**src/rtl/seg_scan_controller_if.sv**
```systemverilog
// seg_scan_controller_if
//   Frame-load handshake between a frame producer and seg_scan_controller.
//   bcd_in    : 16-bit BCD frame, [15:12] leftmost digit ... [3:0] rightmost
//   bcd_valid : producer has a frame on bcd_in
//   bcd_ready : controller's shadow buffer is free; transfer on valid && ready
//   modport master : producer side (drives bcd_in/bcd_valid)
//   modport slave  : controller side (drives bcd_ready)
interface seg_scan_controller_if;
  logic [15:0] bcd_in;
  logic        bcd_valid;
  logic        bcd_ready;

  modport master (
    output bcd_in,
    output bcd_valid,
    input  bcd_ready
  );

  modport slave (
    input  bcd_in,
    input  bcd_valid,
    output bcd_ready
  );
endinterface

```
**src/rtl/seg_scan_controller.sv**
```systemverilog
// seg_scan_controller
//   Time-multiplexed scan sequencer for a 4-digit seven-segment display.
//   A prescaler produces one slot tick every REFRESH_DIV clocks; a 2-bit
//   digit counter walks the four digit slots.  Frames arrive through a
//   valid/ready handshake into a shadow buffer and are committed to the
//   active buffer only at a frame boundary, so a frame is never torn.
//
// Parameters
//   REFRESH_DIV : clk cycles per digit slot (>= 2)
//
// Ports
//   clk        : system clock, rising edge
//   reset_n    : asynchronous active-low reset
//   bcd_if     : frame-load handshake (slave side)
//   blank_en   : 1 = suppress leading zeros
//   brightness : PWM duty in 1/16 steps (only with SEG_BRIGHTNESS_PWM_EN)
//   countout   : current digit slot, 00 = leftmost
//   anode      : active-low digit enables (registered)
//   led_bcd    : nibble of the enabled digit (registered)
//   frame_tick : 1-cycle pulse when the last slot ends
//
// Build option
//   SEG_BRIGHTNESS_PWM_EN : adds the brightness port and a free-running
//   4-bit PWM counter that gates the selected anode after blanking.
module seg_scan_controller #(
  parameter int unsigned REFRESH_DIV = 100000
) (
  input  logic                  clk,
  input  logic                  reset_n,
  seg_scan_controller_if.slave  bcd_if,
  input  logic                  blank_en,
`ifdef SEG_BRIGHTNESS_PWM_EN
  input  logic [3:0]            brightness,
`endif
  output logic [1:0]            countout,
  output logic [3:0]            anode,
  output logic [3:0]            led_bcd,
  output logic                  frame_tick
);

  localparam int unsigned        CNT_W    = (REFRESH_DIV > 1) ? $clog2(REFRESH_DIV) : 1;
  localparam logic [CNT_W-1:0]   TICK_MAX = CNT_W'(REFRESH_DIV - 1);

  logic [CNT_W-1:0] tick_cnt_q,   tick_cnt_d;
  logic [1:0]       countout_q,   countout_d;
  logic             frame_tick_q, frame_tick_d;
  logic [15:0]      active_q,     active_d;
  logic [15:0]      shadow_q,     shadow_d;
  logic             pending_q,    pending_d;
  logic [3:0]       anode_q,      anode_d;
  logic [3:0]       led_bcd_q,    led_bcd_d;
`ifdef SEG_BRIGHTNESS_PWM_EN
  logic [3:0]       pwm_cnt_q,    pwm_cnt_d;
`endif

  logic             slot_tick;
  logic             frame_end;
  logic             accept;
  logic [3:0]       sel_nib;
  logic             lead_zero;
  logic [3:0]       onehot_low;
  logic             digit_en;

  // Prescaler, digit counter and handshake / commit control
  always_comb begin
    slot_tick    = (tick_cnt_q == TICK_MAX);
    frame_end    = slot_tick && (countout_q == 2'd3);
    accept       = bcd_if.bcd_valid && !pending_q;

    tick_cnt_d   = slot_tick ? '0 : tick_cnt_q + CNT_W'(1);
    countout_d   = slot_tick ? countout_q + 2'd1 : countout_q;
    frame_tick_d = frame_end;

    active_d     = active_q;
    shadow_d     = shadow_q;
    pending_d    = pending_q;

    // Commit needs pending=1 while accept needs pending=0, so the two are
    // exclusive: a frame accepted on the frame-end edge only reaches shadow
    // and waits a whole frame before it is shown.
    if (frame_end && pending_q) begin
      active_d  = shadow_q;
      pending_d = 1'b0;
    end else if (accept) begin
      shadow_d  = bcd_if.bcd_in;
      pending_d = 1'b1;
    end
  end

  // Output stage: decode the current slot, registered below (1-cycle latency)
  always_comb begin
    sel_nib    = '0;
    lead_zero  = 1'b0;
    onehot_low = '1;
    unique case (countout_q)
      2'd0: begin
        sel_nib    = active_q[15:12];
        lead_zero  = (active_q[15:12] == 4'h0);
        onehot_low = 4'b0111;
      end
      2'd1: begin
        sel_nib    = active_q[11:8];
        lead_zero  = (active_q[15:8] == 8'h00);
        onehot_low = 4'b1011;
      end
      2'd2: begin
        sel_nib    = active_q[7:4];
        lead_zero  = (active_q[15:4] == 12'h000);
        onehot_low = 4'b1101;
      end
      2'd3: begin
        // Rightmost digit is always lit so an all-zero frame shows "0".
        sel_nib    = active_q[3:0];
        lead_zero  = 1'b0;
        onehot_low = 4'b1110;
      end
      default: begin
        sel_nib    = '0;
        lead_zero  = 1'b0;
        onehot_low = '1;
      end
    endcase

    digit_en = !(blank_en && lead_zero);
`ifdef SEG_BRIGHTNESS_PWM_EN
    // Brightness gating is applied on top of blanking.
    digit_en  = digit_en && (pwm_cnt_q < brightness);
    pwm_cnt_d = pwm_cnt_q + 4'd1;
`endif

    anode_d   = digit_en ? onehot_low : '1;
    led_bcd_d = sel_nib;
  end

  always_ff @(posedge clk or negedge reset_n) begin
    if (!reset_n) begin
      tick_cnt_q   <= '0;
      countout_q   <= '0;
      frame_tick_q <= 1'b0;
      active_q     <= '0;
      shadow_q     <= '0;
      pending_q    <= 1'b0;
      anode_q      <= '1;
      led_bcd_q    <= '0;
`ifdef SEG_BRIGHTNESS_PWM_EN
      pwm_cnt_q    <= '0;
`endif
    end else begin
      tick_cnt_q   <= tick_cnt_d;
      countout_q   <= countout_d;
      frame_tick_q <= frame_tick_d;
      active_q     <= active_d;
      shadow_q     <= shadow_d;
      pending_q    <= pending_d;
      anode_q      <= anode_d;
      led_bcd_q    <= led_bcd_d;
`ifdef SEG_BRIGHTNESS_PWM_EN
      pwm_cnt_q    <= pwm_cnt_d;
`endif
    end
  end

  assign bcd_if.bcd_ready = ~pending_q;
  assign countout         = countout_q;
  assign anode            = anode_q;
  assign led_bcd          = led_bcd_q;
  assign frame_tick       = frame_tick_q;

endmodule

```
**src/flat_wrapper.sv**
```systemverilog
// flat-port wrapper written by rule: the top's interface ports become plain ports
module seg_scan_controller_flat 
#(
  parameter int unsigned REFRESH_DIV = 100000
)
  (clk, reset_n, blank_en, countout, anode, led_bcd, frame_tick, bcd_if_bcd_in, bcd_if_bcd_valid, bcd_if_bcd_ready);
  seg_scan_controller_if bcd_if_i ();
  input  logic clk;
  input  logic reset_n;
  input  logic blank_en;
  output logic [1:0] countout;
  output logic [3:0] anode;
  output logic [3:0] led_bcd;
  output logic frame_tick;
  input wire logic [$bits(bcd_if_i.bcd_in)-1:0] bcd_if_bcd_in;
  input wire logic [$bits(bcd_if_i.bcd_valid)-1:0] bcd_if_bcd_valid;
  output wire logic [$bits(bcd_if_i.bcd_ready)-1:0] bcd_if_bcd_ready;
  assign bcd_if_i.bcd_in = bcd_if_bcd_in;
  assign bcd_if_i.bcd_valid = bcd_if_bcd_valid;
  assign bcd_if_bcd_ready = bcd_if_i.bcd_ready;
  seg_scan_controller #(.REFRESH_DIV(REFRESH_DIV)) u_core (.clk(clk), .reset_n(reset_n), .bcd_if(bcd_if_i), .blank_en(blank_en), .countout(countout), .anode(anode), .led_bcd(led_bcd), .frame_tick(frame_tick));
endmodule
```
**config.mk**
```make
export PLATFORM = sky130hd
export DESIGN_NAME = seg_scan_controller_flat
export DESIGN_NICKNAME = d
export VERILOG_FILES = /design/src/rtl/seg_scan_controller_if.sv /design/src/rtl/seg_scan_controller.sv /design/src/flat_wrapper.sv
export SDC_FILE = /design/constraint.sdc
export NUM_CORES = 1
export LEC_CHECK = 0
export CORE_MARGIN = 2
export CORE_UTILIZATION = 35
export CTS_CLUSTER_SIZE = 20
export DETAILED_ROUTE_END_ITERATION = 16
export GPL_ROUTABILITY_DRIVEN = 0
export PLACE_DENSITY = 0.53
export SKIP_LAST_GASP = 1
export SYNTH_ARGS = -nofsm -noshare
export SYNTH_HDL_FRONTEND = slang
export SYNTH_SLANG_ARGS = --single-unit
```
**constraint.sdc**
```tcl
create_clock -name clk -period 6.8 [get_ports clk]
set_clock_uncertainty 0.1 [all_clocks]
set_input_delay 1.36 -clock clk [delete_from_list [all_inputs] [get_ports clk]]
set_output_delay 1.36 -clock clk [all_outputs]
set_load 0.02 [all_outputs]
```
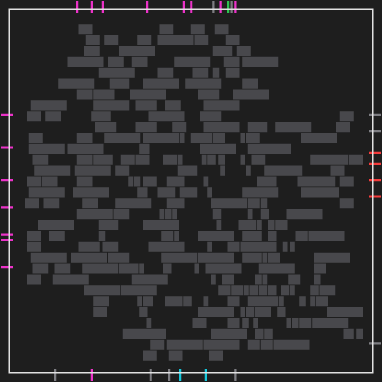
Fig. 1. Pin placement.
Scale: 4 px per um. Pins as bars across the die edge, other pins in grey.
bcd_if_bcd_in: drawn in magenta, pins 16, direction input, edge 8 top, 7 left, 1 bottom. countout: drawn in cyan, pins 2, direction output, edge bottom. anode: drawn in red, pins 4, direction output, edge right. blank_en: drawn in green, pins 1, direction input, edge top.
All pins by edge: 11 top, 7 right, 7 left, 7 bottom.
die x size: 90.48 um
chip height: 90.48 um
total of buffers placed on input and output ports: 31

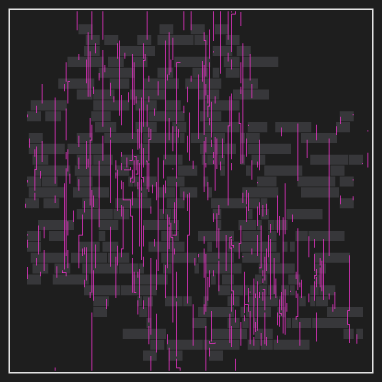
Fig. 2. Met2 routing.
Scale: 4 px per um.
The layer carries 2090 um of wire. 216 nets have wire on it. The longest straight run is 29.9 um.

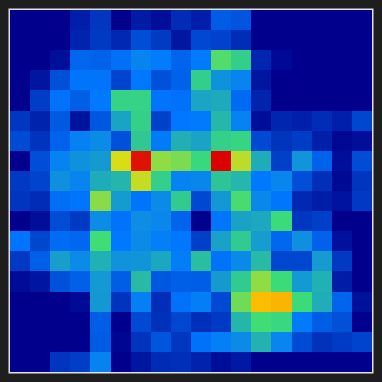
Fig. 3. Routed metal per tile.
Scale: 4 px per um. The die is cut into 18 by 18 equal tiles; dark blue is low, red is high, scaled to the fullest tile. Values are wire area over tile area, all layers added.
4.9% of the tiles are over half the peak. The densest ninth of the die: centre. 22% of the tiles are nearly empty.

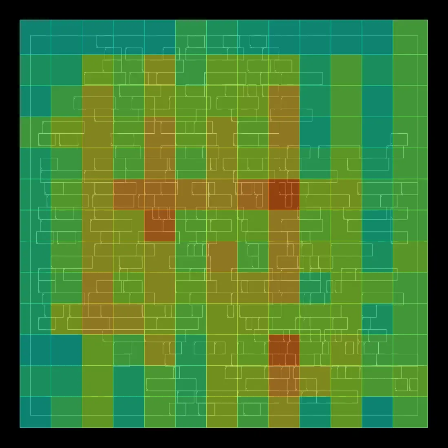
Fig. 4. Track usage over the die.
met2 capacity usage during global routing: 0.1766
GR Util met3: 0.02671
total routing resource utilization after global routing: 0.1274
met1 capacity usage during global routing: 0.1787

==> results.ini <==
[power_and_ir_drop]
total_leakage_power_uw=0.001468
power.total_uw=776.3
highest_ir_drop_seen_on_vdd_v=0.00008962
power_per_cell_area_mw_per_mm2=239.6

[setup_path]
critPathCapture=u_core.active_q[5]$_DFFE_PN0P_
reg2regPathDepth=4
cp_cell_sequence=or4_4, nor4_4, and3_1, mux2_2
regToRegSetupSlack_ns=3.76
r2r_end=u_core.active_q[5]$_DFFE_PN0P_
kind_of_cell_with_the_highest_combined_delay_on_the_critical_path=simple AND/OR/NAND/NOR gates
worstPathArrival_ns=3.16
crit_path_end_kind=flip-flop
worstReg2RegStart=u_core.tick_cnt_q[11]$_DFF_PN0_
total_stage_count_of_the_critical_path=4
path_buffers=0
worstSetupStartpoint=u_core.tick_cnt_q[11]$_DFF_PN0_

[final_timing]
clock.fmax_mhz=328.9
final-setup-viol-count=0
final-hold-violation-count=0
finalCriticalPeriod_ns=3.040
max-slew-margin-rel=0.4150
rsz0062_at_grt=no

[synth]
netlist.area_leader.share=0.5449
postSynthCellCount=195
synth.largest_area_cell=sky130_fd_sc_hd__dfrtp_1
floorplan.nets=221
yosys_warnings=0
synth-edff-count=0
synthTopCellsByArea=sky130_fd_sc_hd__dfrtp_1 (54%), sky130_fd_sc_hd__mux2_2 (9.9%), sky130_fd_sc_hd__mux2_4 (5.2%)
synthFlopType=sky130_fd_sc_hd__dfrtp_1
postSynthSeqShare=0.5851
synth-seq-cells=61
syn-mean-instance-area_um2=13.42

[global_route]
vias_in_the_first_global_route=1567
grt_pass1_wl_mm=8.038
grt_antenna_before_repair=0
grt_remaining_overflow=0
grt_start_max_net_pins=62

[route]
detail_route.drc_violations=0
detailroute.via_count=1584
dr.pass1.iters=4
drt-wirelength-per-cell_um=13.96
antenna_left=0
routed_wire_length_mm=4.705
drt_iter0_drc=59
route.detailed.vias_per_inst=4.700

[cts]
clk_latency_ns=0.34
clock-sinks=61
ctsRootBufferMaster=sky130_fd_sc_hd__clkbuf_8
cts_hold_buffers=0
cts-resized-gates=0
cts_inserted_buffers=9
post_cts_buffers=0
h-tree-depth=3
clk_transition_reported_paths_ns=0.07

[floorplanning]
taps_inserted=99
row_count=31
fp.coreArea_mm2=0.007253
chip_area_mm2=0.008187
initial_utilization=0.3609

[outcome]
outcome=completed

[finish]
layout.non_clock_buffers=33
comb-cell-share=0.3093
layout.sequential_cells=61
final_nets=259
clkCellAreaFrac=0.06950
signal_buffer_area_fraction=0.09884
seqAreaFraction=0.4726
post_synthesis_to_final_layout_area_growth_pct=23.81
layout.cells.most_common=sky130_fd_sc_hd__dfrtp_1
clock_buffer_count=12
area.sequential_mm2=0.001531
nFillCells=700
antenna_cells=0

[min_path]
worstHoldPathCells=1
min-delay-start=u_core.tick_cnt_q[8]$_DFF_PN0_
holdPathEnd=u_core.tick_cnt_q[8]$_DFF_PN0_
worst_hold_path_type=flip-flop to flip-flop

[job]
warning_count=30
timing.max_cap.violations=0

==> cells in the mapped netlist, drive strengths merged (4+ instances only) <==
cell type,instances
dfstp,4
nand2,8
xor2,5
nor2,15
dfrtp,57
nand3,6
mux2i,4
inv,10
mux2,32
nor4,8
clkbuf,4
nand4,4
a222oi,4
ha,6
xnor2,11
==> flip-flops by register name (all words and copies together) (netlist names) <==
name / flops
u_core.active_q: 16
u_core.anode: 4
u_core.countout: 2
u_core.frame_tick: 1
u_core.led_bcd: 4
u_core.pending_q: 1
u_core.shadow_q: 16
u_core.tick_cnt_q: 17
==> cells by family (layout without fill, tap and decap cells) <==
kind of cell,count (synthesis),in the layout,share of synthesized area
and+or+nand+nor,53,53,0.1123
xor gates and xnor gates,16,16,0.05354
AOI/OAI and AO/OA,7,7,0.02246
adders and majority gates,6,6,0.02868
buffers and inverters,16,59,0.03203
DFF,61,61,0.5851
muxes,36,36,0.1659
==> routing by layer <==
| metal | wire, um | share of wire | GRT usage |
|---|---|---|---|
| met1 | 2330 | 0.50 | 0.1787 |
| met2 | 2089 | 0.44 | 0.1766 |
| met3 | 149 | 0.032 | 0.02671 |
| met4 | 136 | 0.029 | 0.08462 |
| met5 | 0 | 0 | 0 |
==> per-stage QoR <==
step	utilization	cell area (um2)	instances	worst slack, ns	hold slack [ns]
floorplan	-	2618	195	4.136	0.3547
global placement	0.4157	3015	321	3.716	0.3686
detailed placement	0.4157	3015	321	3.716	0.3841
CTS	0.4468	3241	337	3.670	0.3959
global route	0.4468	3241	337	3.526	0.4298
finish	0.4468	3241	337	3.760	0.3950
==> where the power goes <==
group	switching (uW)	total (uW)	internal, uW
combinational	11.7	30.2	18.6
clock	140	366	225
sequential	5.98	381	375
Power and IR drop assume default switching activity.
